[src/rtl/voice_allocator.sv]
// rtl/voice_allocator.sv - polyphonic voice scheduler for the square-wave oscillator bank
//
// Takes note-on/note-off key events and assigns each note to one of NUM_VOICES
// oscillators. Period loads are applied only on AC'97 frame boundaries.
//
// Ports:
//   BIT_CLK       in   AC'97 bit clock; all logic on posedge
//   RESET         in   synchronous active-high reset
//   frame_sig     in   one-cycle pulse per AC'97 frame
//   KEY_VALID     in   key event valid
//   KEY_READY     out  allocator can accept an event (IDLE only)
//   KEY_ON        in   1 = note-on, 0 = note-off
//   KEY_PERIOD    in   note period; also the note identity
//   VOICE_PERIOD  out  per-voice period, voice i at [i*PERIOD_W +: PERIOD_W]
//   VOICE_EN      out  one-cycle load pulse to oscillator i
//   VOICE_ACTIVE  out  voice i currently sounding
//   STOLE         out  one-cycle pulse when an active voice is reassigned
module voice_allocator #(
    parameter int NUM_VOICES = 4,
    parameter int PERIOD_W   = 7,
    parameter int RST_PERIOD = 48
) (
    input  logic                           BIT_CLK,
    input  logic                           RESET,
    input  logic                           frame_sig,
    input  logic                           KEY_VALID,
    output logic                           KEY_READY,
    input  logic                           KEY_ON,
    input  logic [PERIOD_W-1:0]            KEY_PERIOD,
    output logic [NUM_VOICES*PERIOD_W-1:0] VOICE_PERIOD,
    output logic [NUM_VOICES-1:0]          VOICE_EN,
    output logic [NUM_VOICES-1:0]          VOICE_ACTIVE,
    output logic                           STOLE
);

    localparam int IDX_W = $clog2(NUM_VOICES);
    localparam logic [IDX_W-1:0] OLDEST_RANK = IDX_W'(NUM_VOICES - 1);

    typedef enum logic [1:0] {
        IDLE       = 2'd0,
        LOOKUP     = 2'd1,
        WAIT_FRAME = 2'd2,
        APPLY      = 2'd3
    } state_t;

    state_t                r_state;
    state_t                w_state_next;

    logic                  r_key_on;
    logic [PERIOD_W-1:0]   r_key_period;
    logic [IDX_W-1:0]      r_target;
    logic                  r_steal;

    logic [PERIOD_W-1:0]   r_period [NUM_VOICES];
    logic [IDX_W-1:0]      r_rank   [NUM_VOICES];
    logic [NUM_VOICES-1:0] r_active;

    logic                  w_accept;
    logic                  w_match_found;
    logic [IDX_W-1:0]      w_match_idx;
    logic                  w_free_found;
    logic [IDX_W-1:0]      w_free_idx;
    logic [IDX_W-1:0]      w_oldest_idx;
    logic [IDX_W-1:0]      w_sel_idx;
    logic                  w_sel_steal;
    logic                  w_drop;

    // Voice search. Scanning from the top down and overwriting leaves the
    // lowest matching index in each result.
    always_comb begin
        w_match_found = 1'b0;
        w_match_idx   = '0;
        w_free_found  = 1'b0;
        w_free_idx    = '0;
        w_oldest_idx  = '0;
        for (int i = NUM_VOICES - 1; i >= 0; i--) begin
            if (r_active[i] && (r_period[i] == r_key_period)) begin
                w_match_found = 1'b1;
                w_match_idx   = IDX_W'(i);
            end
            if (!r_active[i]) begin
                w_free_found = 1'b1;
                w_free_idx   = IDX_W'(i);
            end
            if (r_rank[i] == OLDEST_RANK) begin
                w_oldest_idx = IDX_W'(i);
            end
        end
    end

    // Target selection: retrigger beats a free voice, which beats stealing.
    always_comb begin
        w_sel_idx   = '0;
        w_sel_steal = 1'b0;
        w_drop      = 1'b0;
        if (r_key_on) begin
            if (r_key_period == '0) begin
                w_drop = 1'b1;
            end else if (w_match_found) begin
                w_sel_idx = w_match_idx;
            end else if (w_free_found) begin
                w_sel_idx = w_free_idx;
            end else begin
                w_sel_idx   = w_oldest_idx;
                w_sel_steal = 1'b1;
            end
        end else begin
            w_sel_idx = w_match_idx;
            w_drop    = !w_match_found;
        end
    end

    // Outputs are gated by RESET so an event caught mid-flight by reset emits nothing.
    always_comb begin
        w_state_next = r_state;
        KEY_READY    = 1'b0;
        VOICE_EN     = '0;
        STOLE        = 1'b0;
        case (r_state)
            IDLE: begin
                KEY_READY = !RESET;
                if (KEY_VALID && !RESET) begin
                    w_state_next = LOOKUP;
                end
            end
            LOOKUP: begin
                w_state_next = w_drop ? IDLE : WAIT_FRAME;
            end
            WAIT_FRAME: begin
                if (frame_sig) begin
                    w_state_next = APPLY;
                end
            end
            APPLY: begin
                w_state_next = IDLE;
                if (r_key_on && !RESET) begin
                    VOICE_EN[r_target] = 1'b1;
                    STOLE              = r_steal;
                end
            end
            default: w_state_next = IDLE;
        endcase
    end

    assign w_accept = KEY_VALID && KEY_READY;

    always_ff @(posedge BIT_CLK) begin
        if (RESET) begin
            r_state      <= IDLE;
            r_key_on     <= 1'b0;
            r_key_period <= '0;
            r_target     <= '0;
            r_steal      <= 1'b0;
            r_active     <= '0;
            for (int i = 0; i < NUM_VOICES; i++) begin
                r_period[i] <= PERIOD_W'(RST_PERIOD);
                r_rank[i]   <= IDX_W'(i);
            end
        end else begin
            r_state <= w_state_next;
            if (w_accept) begin
                r_key_on     <= KEY_ON;
                r_key_period <= KEY_PERIOD;
            end
            if (r_state == LOOKUP) begin
                r_target <= w_sel_idx;
                r_steal  <= w_sel_steal;
            end
            if (r_state == APPLY) begin
                if (r_key_on) begin
                    r_period[r_target] <= r_key_period;
                    r_active[r_target] <= 1'b1;
                    // Move target to most-recent; everything younger ages by one.
                    for (int i = 0; i < NUM_VOICES; i++) begin
                        if (IDX_W'(i) == r_target) begin
                            r_rank[i] <= '0;
                        end else if (r_rank[i] < r_rank[r_target]) begin
                            r_rank[i] <= r_rank[i] + 1'b1;
                        end
                    end
                end else begin
                    r_active[r_target] <= 1'b0;
                end
            end
        end
    end

    always_comb begin
        VOICE_PERIOD = '0;
        for (int i = 0; i < NUM_VOICES; i++) begin
            VOICE_PERIOD[i*PERIOD_W +: PERIOD_W] = r_period[i];
        end
    end

    assign VOICE_ACTIVE = r_active;

endmodule

[config.mk]
export PLATFORM = sky130hd
export DESIGN_NAME = voice_allocator
export DESIGN_NICKNAME = d
export VERILOG_FILES = /design/src/rtl/voice_allocator.sv
export SDC_FILE = /design/constraint.sdc
export NUM_CORES = 1
export LEC_CHECK = 0
export CAP_MARGIN = 15
export CORE_UTILIZATION = 40
export CTS_BUF_LIST = sky130_fd_sc_hd__clkbuf_4 sky130_fd_sc_hd__clkbuf_8 sky130_fd_sc_hd__clkbuf_16
export CTS_CLUSTER_SIZE = 14
export DETAILED_ROUTE_END_ITERATION = 7
export PLACE_DENSITY = 0.7
export SKIP_CTS_REPAIR_TIMING = 1
export SLEW_MARGIN = 20
export SYNTH_ARGS = -nofsm -noshare
export SYNTH_HDL_FRONTEND = slang
export SYNTH_SLANG_ARGS = --single-unit
[constraint.sdc]
create_clock -name BIT_CLK -period 2.4 [get_ports BIT_CLK]
set_input_delay 0.24 -clock BIT_CLK [delete_from_list [all_inputs] [get_ports BIT_CLK]]
set_output_delay 0.24 -clock BIT_CLK [all_outputs]
set_load 0.01 [all_outputs]
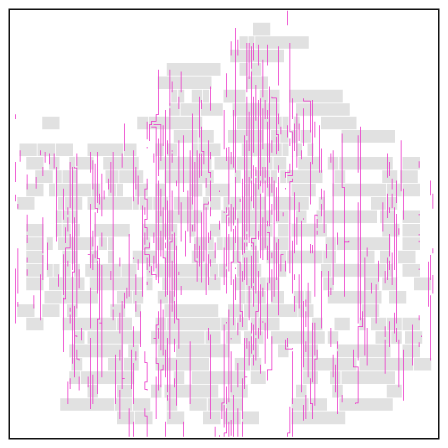
**Above:** run 1 (signal wires on met2).
Cells faint in the background.
282 nets have wire on it. The wires run mostly vertical.
GR Layer Usage met2: 29.0%
via count: 2101
WL final: 6370 um

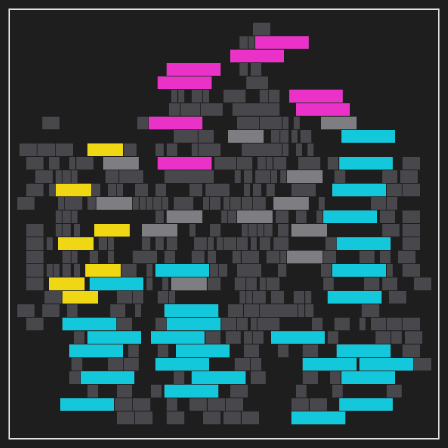
**Above:** run 1 (sequential cells grouped by signal name).
Other sequential cells in the stronger grey, the rest of the logic in the fainter grey.
Key: magenta = `r_rank` [placed flops 8, where top centre]; cyan = `r_period` [placed flops 28]; yellow = `r_key_period` [placed flops 7, where middle left]
Seq/total area: 41.2%
seq pwr: 1.06 mW

==> results.sh, run 1 <==
# physical design summary
export IMPL_cts_made_buffers=5
export IMPL_ys_types=45
export IMPL_yosysTopAreaCell="edfxtp_1"
export IMPL_cp_end_kind="primary output"
export IMPL_place_hpwl_um=4770
export IMPL_nets=343
export IMPL_status="finished clean"
export IMPL_worst_pin_slew_ps=570
export IMPL_path_cells="nor2b_2 > nand2_1 > nor2_1 > clkdlybuf4s50_1"
export IMPL_antenna_cells=0
export IMPL_r2r_slack_ps=220
export IMPL_track_usage_pct=18.1
export IMPL_synthCells=273
export IMPL_grt_max_degree=24
export IMPL_ys_sh_aoi_pct=7.74
export IMPL_drt_pass1_iter_count=4
export IMPL_grt_overflow=0
export IMPL_drt_met1_wl_um=2920
export IMPL_mostFrequentLayoutCells="clkdlybuf4s50_1 (49), edfxtp_1 (36), nand2_1 (34)"
export IMPL_mux_share_pct=2.04
export IMPL_antenna_found_initial=0
export IMPL_chip_area_um2=7540
export IMPL_grt_pass1_vias=2052
export IMPL_yosysTopAreaCellShare_pct=37.5
export IMPL_synth_flops=55
export IMPL_ir_drop_mv=0.240
export IMPL_syn_num_nets=293
export IMPL_regToRegStartpoint="r_rank[2][1]$_SDFFCE_PN1P_"
export IMPL_ys_warn_count=0
export IMPL_cts_tree="yes"
export IMPL_critPathSlowestCell="clkdlybuf4s50_1"
export IMPL_ioPinCount=50
export IMPL_routed_via_density=5.00
export IMPL_period_needed_ps=2270
export IMPL_crit_end="VOICE_EN[2]"
export IMPL_skew_ps=8.12
export IMPL_ys_sh_xor_pct=8.52
export IMPL_power_density_nw_per_um2=502
export IMPL_yosysSeqAreaShare_pct=50.8
export IMPL_finalCritPeriodShare_pct=94.8
export IMPL_hold_class="in -> reg"
export IMPL_syn_area_um2=2880
export IMPL_whs_endpoint="r_key_period[6]$_SDFFE_PP0P_"
export IMPL_edf_count=36
export IMPL_layout_top_cell="clkdlybuf4s50_1"
export IMPL_setup_viol=0
export IMPL_clock_path_buffers=2
export IMPL_cts_sinks=55
export IMPL_ys_sh_simple_pct=22.7
export IMPL_die_h_um=86.8
export IMPL_h_tree_depth=2
export IMPL_utilization_pct=51.6
export IMPL_drv_cap=0
export IMPL_route_met3_wl_um=336
export IMPL_setup_tns_final_ps=0
export IMPL_drt_first_iter_violations=163
export IMPL_crit_path_start="r_target[1]$_SDFFE_PP0N_"
export IMPL_p_leak_nw=1.16
export IMPL_routed_wl_met2_um=3040
export IMPL_floorplan_core_util_pct=41.9
export IMPL_yosysCellCount=273
export IMPL_core_area_um2=6870
export IMPL_crit_type="reg -> out"
export IMPL_crit_fanout=7
export IMPL_arrival_ps=2030
export IMPL_portBuffers=49
export IMPL_gp_congestion=0.829
export IMPL_max_freq_mhz=440
export IMPL_async_reset_ff_share_pct=0
export IMPL_holdPathStages=3
export IMPL_fp_dieW_um=86.8
export IMPL_rsz0062_at_grt="false"
export IMPL_timing_rr_end="r_rank[1][0]$_SDFFCE_PN1P_"
export IMPL_warnings=26
export IMPL_ant_nets=0
export IMPL_route_detailed_drc=0
export IMPL_num_rows=30
export IMPL_critPathLaunchType="flop"
export IMPL_clkTransAtPathRegs_ps=110
export IMPL_synth_top_flop_cell="edfxtp_1"
export IMPL_synthTopCellsByArea="edfxtp_1 (38%), dfxtp_1 (13%), xnor2_1 (8.5%)"
export IMPL_grt_pass1_wl_um=10300
export IMPL_place_ws_ps=236
export IMPL_cp_slowest_stage_delay_ps=580
export IMPL_worst_r2r_cell_count=5
export IMPL_timing_final_ws_setup_ps=126
export IMPL_ys_chip_area_um2=2880
export IMPL_synth_avg_cell_area_um2=10.5
export IMPL_slew_violations=0
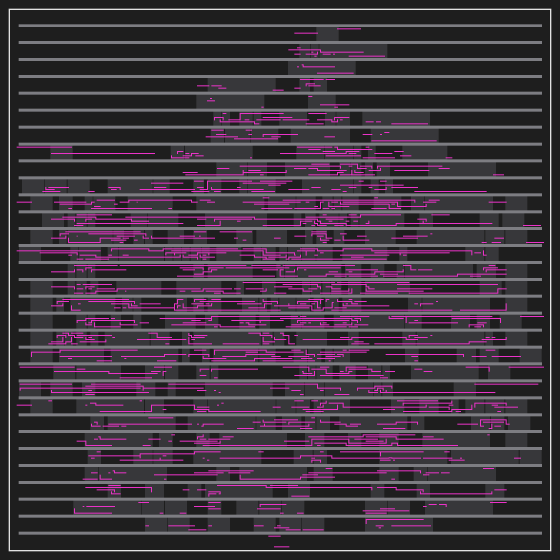
**Above:** run 1 (metal 1).
Supply wires on this layer in grey. Cells faint in the background.
The layer holds 46% of the routed length. The layer carries 2920 um of wire. The wires run mostly horizontal. The longest straight run is 23.9 um. 309 nets have wire on it.

-- run 1: final cells by class --
class,instances,area [um2]
Fill cell,631,3320
Sequential cell,55,1460
Multi-Input combinational cell,195,1290
Timing Repair Buffer,56,543
Tap cell,96,120
Clock buffer,5,68.8
Inverter,10,37.5
Clock inverter,3,27.5
-- run 1: synthesized netlist by cell type (2+ instances only) --
cell	instances
edfxtp_1	36
and3_1	2
a21oi_1	21
ha_1	8
buf_2	2
xnor2_1	28
buf_4	5
nand2b_1	9
nand2_1	34
dfxtp_1	19
inv_1	10
clkbuf_1	2
nor2_1	19
nand3_1	5
o21ai_0	2
nor3_1	5
or2_1	3
and2_1	25
nand4_1	9
buf_6	4
-- run 1: cells by family after synthesis --
family          Yosys count
compound gates           34
fa+ha+maj                 8
mux                       3
flops                    55
simple gates            122
xor+xnor                 28
buf+inv                  23
-- run 1: metal layers --
metal | up-vias | global-route usage, %
li1 | 1038 | -
met4 | 0 | 4.85
met1 | 986 | 24.6
met2 | 70 | 29.0
met3 | 7 | 4.48
met5 | - | 0
-- run 1: power by group --
part / switching [mW] / internal (mW)
clock: 0.334 / 0.217
combinational: 0.0760 / 0.0866
sequential: 0.0373 / 1.03
-- run 1: metrics by stage --
step / area (um2) / instances / power (mW) / hold slack [ps]
after floorplan: 2880 / 273 / 1.18 / 376
after global placement: 3440 / 412 / 1.25 / 487
after detailed placement: 3440 / 412 / 1.25 / 483
after CTS: 3540 / 420 / 1.79 / 455
after global routing: 3540 / 420 / 1.84 / 484
final: 3540 / 420 / 1.78 / 461
-- run 1: worst max-delay path, delay by kind of cell, from the launching register on --
family	cells	cell delay (ps)
DFF	1	490
and+or+nand+nor	3	660
buffers and inverters	1	580
==> run 2: changes to the inputs <==
Settings changed: CTS_CLUSTER_SIZE 14 to 40.
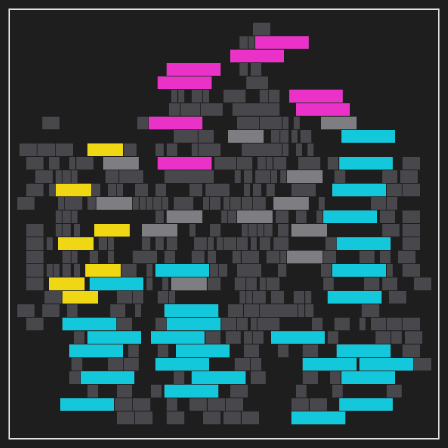
**Above:** run 2 (sequential cells grouped by signal name).
Other sequential cells in the stronger grey, the rest of the logic in the fainter grey.
FF/Latch Area: 1460 um2
Util after Layout: 51.6%

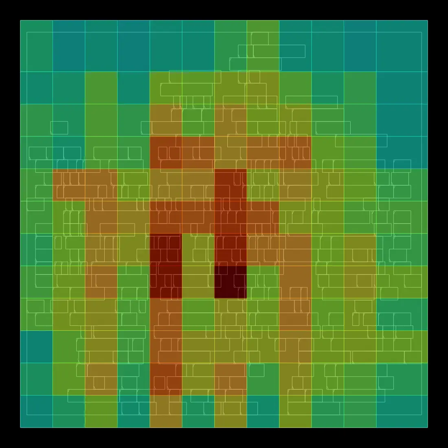
**Above:** run 2 (routing congestion map).
Total GRT Usage: 18.1%
met3 global-route usage: 4.48%
WL per Instance: 15.2 um
most used routing layer in global routing: met2

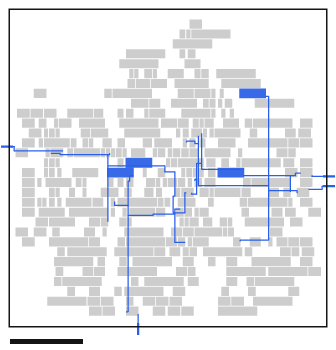
**Above:** run 2 (nets reached from selected ports).
Bar = 20 um.
Key: blue = `VOICE_ACTIVE` [bits 4, direction output, edge 2 right, 1 bottom, 1 left, end cells 4, buffers 4, wire 322 um]
io pins: 50
port bufs: 49

==> results.sh, run 2 <==
# physical design summary
export IMPL_status="finished clean"
export IMPL_synth_avg_cell_area_um2=10.5
export IMPL_ys_types=45
export IMPL_period_needed_ps=2270
export IMPL_drv_cap=0
export IMPL_grt_pass1_wl_um=10300
export IMPL_mostFrequentLayoutCells="clkdlybuf4s50_1 (49), edfxtp_1 (36), nand2_1 (34)"
export IMPL_route_detailed_drc=0
export IMPL_ir_drop_mv=0.240
export IMPL_yosysTopAreaCellShare_pct=37.5
export IMPL_hold_slack_ps=461
export IMPL_setup_tns_final_ps=0
export IMPL_power_total_mw=1.78
export IMPL_placed_area_um2=3440
export IMPL_clock_path_buffers=2
export IMPL_cp_slowest_stage_delay_ps=580
export IMPL_placed_cells=412
export IMPL_hold_class="in -> reg"
export IMPL_syn_num_nets=293
export IMPL_crit_type="reg -> out"
export IMPL_critPathLaunchType="flop"
export IMPL_ys_chip_area_um2=2880
export IMPL_grt_use_met2_pct=29.0
export IMPL_p_leak_nw=1.16
export IMPL_warnings=26
export IMPL_yosysSeqAreaShare_pct=50.8
export IMPL_cp_top_family="simple AND/OR/NAND/NOR gates"
export IMPL_cp_end_kind="primary output"
export IMPL_die_h_um=86.8
export IMPL_crit_buf_inv=1
export IMPL_design_area_um2=3540
export IMPL_cts_tree="yes"
export IMPL_crit_fanout=7
export IMPL_finalCritPeriodShare_pct=94.8
export IMPL_routed_wl_um=6370
export IMPL_slew_violations=0
export IMPL_regToRegStartpoint="r_rank[2][1]$_SDFFCE_PN1P_"
export IMPL_use_met1_pct=24.6
export IMPL_crit_path_start="r_target[1]$_SDFFE_PP0N_"
export IMPL_synthTopCellsByArea="edfxtp_1 (38%), dfxtp_1 (13%), xnor2_1 (8.5%)"
export IMPL_drt_pass1_iter_count=4
export IMPL_ys_warn_count=0
export IMPL_critPathSlowestCell="clkdlybuf4s50_1"
export IMPL_routed_via_density=5.00
export IMPL_arrival_ps=2030
export IMPL_async_reset_ff_share_pct=0
export IMPL_common_cells="edfxtp_1 (36), nand2_1 (34), xnor2_1 (28), and2_1 (25), a21oi_1 (21)"
export IMPL_nets=343
export IMPL_floorplan_core_util_pct=41.9
export IMPL_fp_dieW_um=86.8
export IMPL_clkTransAtPathRegs_ps=110
export IMPL_drt_first_iter_violations=163
export IMPL_num_rows=30
export IMPL_via_count=2101
export IMPL_synthCells=273
export IMPL_layout_top_cell="clkdlybuf4s50_1"
run 2: cell counts after synthesis:
No cell type changed its count.
run 2: report_power, final:
part / internal [mW] / switching (mW)
Sequential: 1.03 / 0.0373
Clock: 0.217 / 0.334
Combinational: 0.0866 / 0.0760
Total: 1.33 / 0.447
run 2: worst paths after layout:
| kind | endpoint | cells past startpoint | slack [ps] |
|---|---|---|---|
| worst min register to register | r_steal$_SDFFE_PP0N_ | 2 | 510 |
| worst max-delay path | VOICE_EN[2] | 4 | 130 |
| worst max register to register | r_rank[1][0]$_SDFFCE_PN1P_ | 5 | 220 |
| worst min-delay path | r_key_period[6]$_SDFFE_PP0P_ | 3 | 460 |
run 2: logic make-up after synthesis:
family | share of synthesized area [%]
AND-OR/OR-AND | 7.74
XOR/XNOR | 8.52
adder cells (fa/ha/maj) | 3.48
buffers and inverters | 4.78
flip-flops | 50.8
multiplexers | 2.04
AND/OR/NAND/NOR | 22.7
run 2: layer usage:
layer,vias up,part of all wire [%]
met1,986,46
met2,70,48
met5,-,0
met3,7,5.3
met4,0,1.0
li1,1038,-
run 2: cell type report:
| cell class | count | area (um2) |
|---|---|---|
| Timing Repair Buffer | 56 | 543 |
| Sequential cell | 55 | 1460 |
| Fill cell | 631 | 3320 |
| Multi-Input combinational cell | 195 | 1290 |
| Tap cell | 96 | 120 |
| Clock buffer | 5 | 68.8 |
| Inverter | 10 | 37.5 |
| Clock inverter | 3 | 27.5 |
run 2: worst register-to-register path, delay by kind of cell, from the launching register on:
family	cells	cell delay (ps)
fa+ha+maj	1	280
simple gates	1	190
compound gates	1	340
mux	1	510
flops	1	450
buf+inv	1	140
Power and IR drop assume default switching activity.
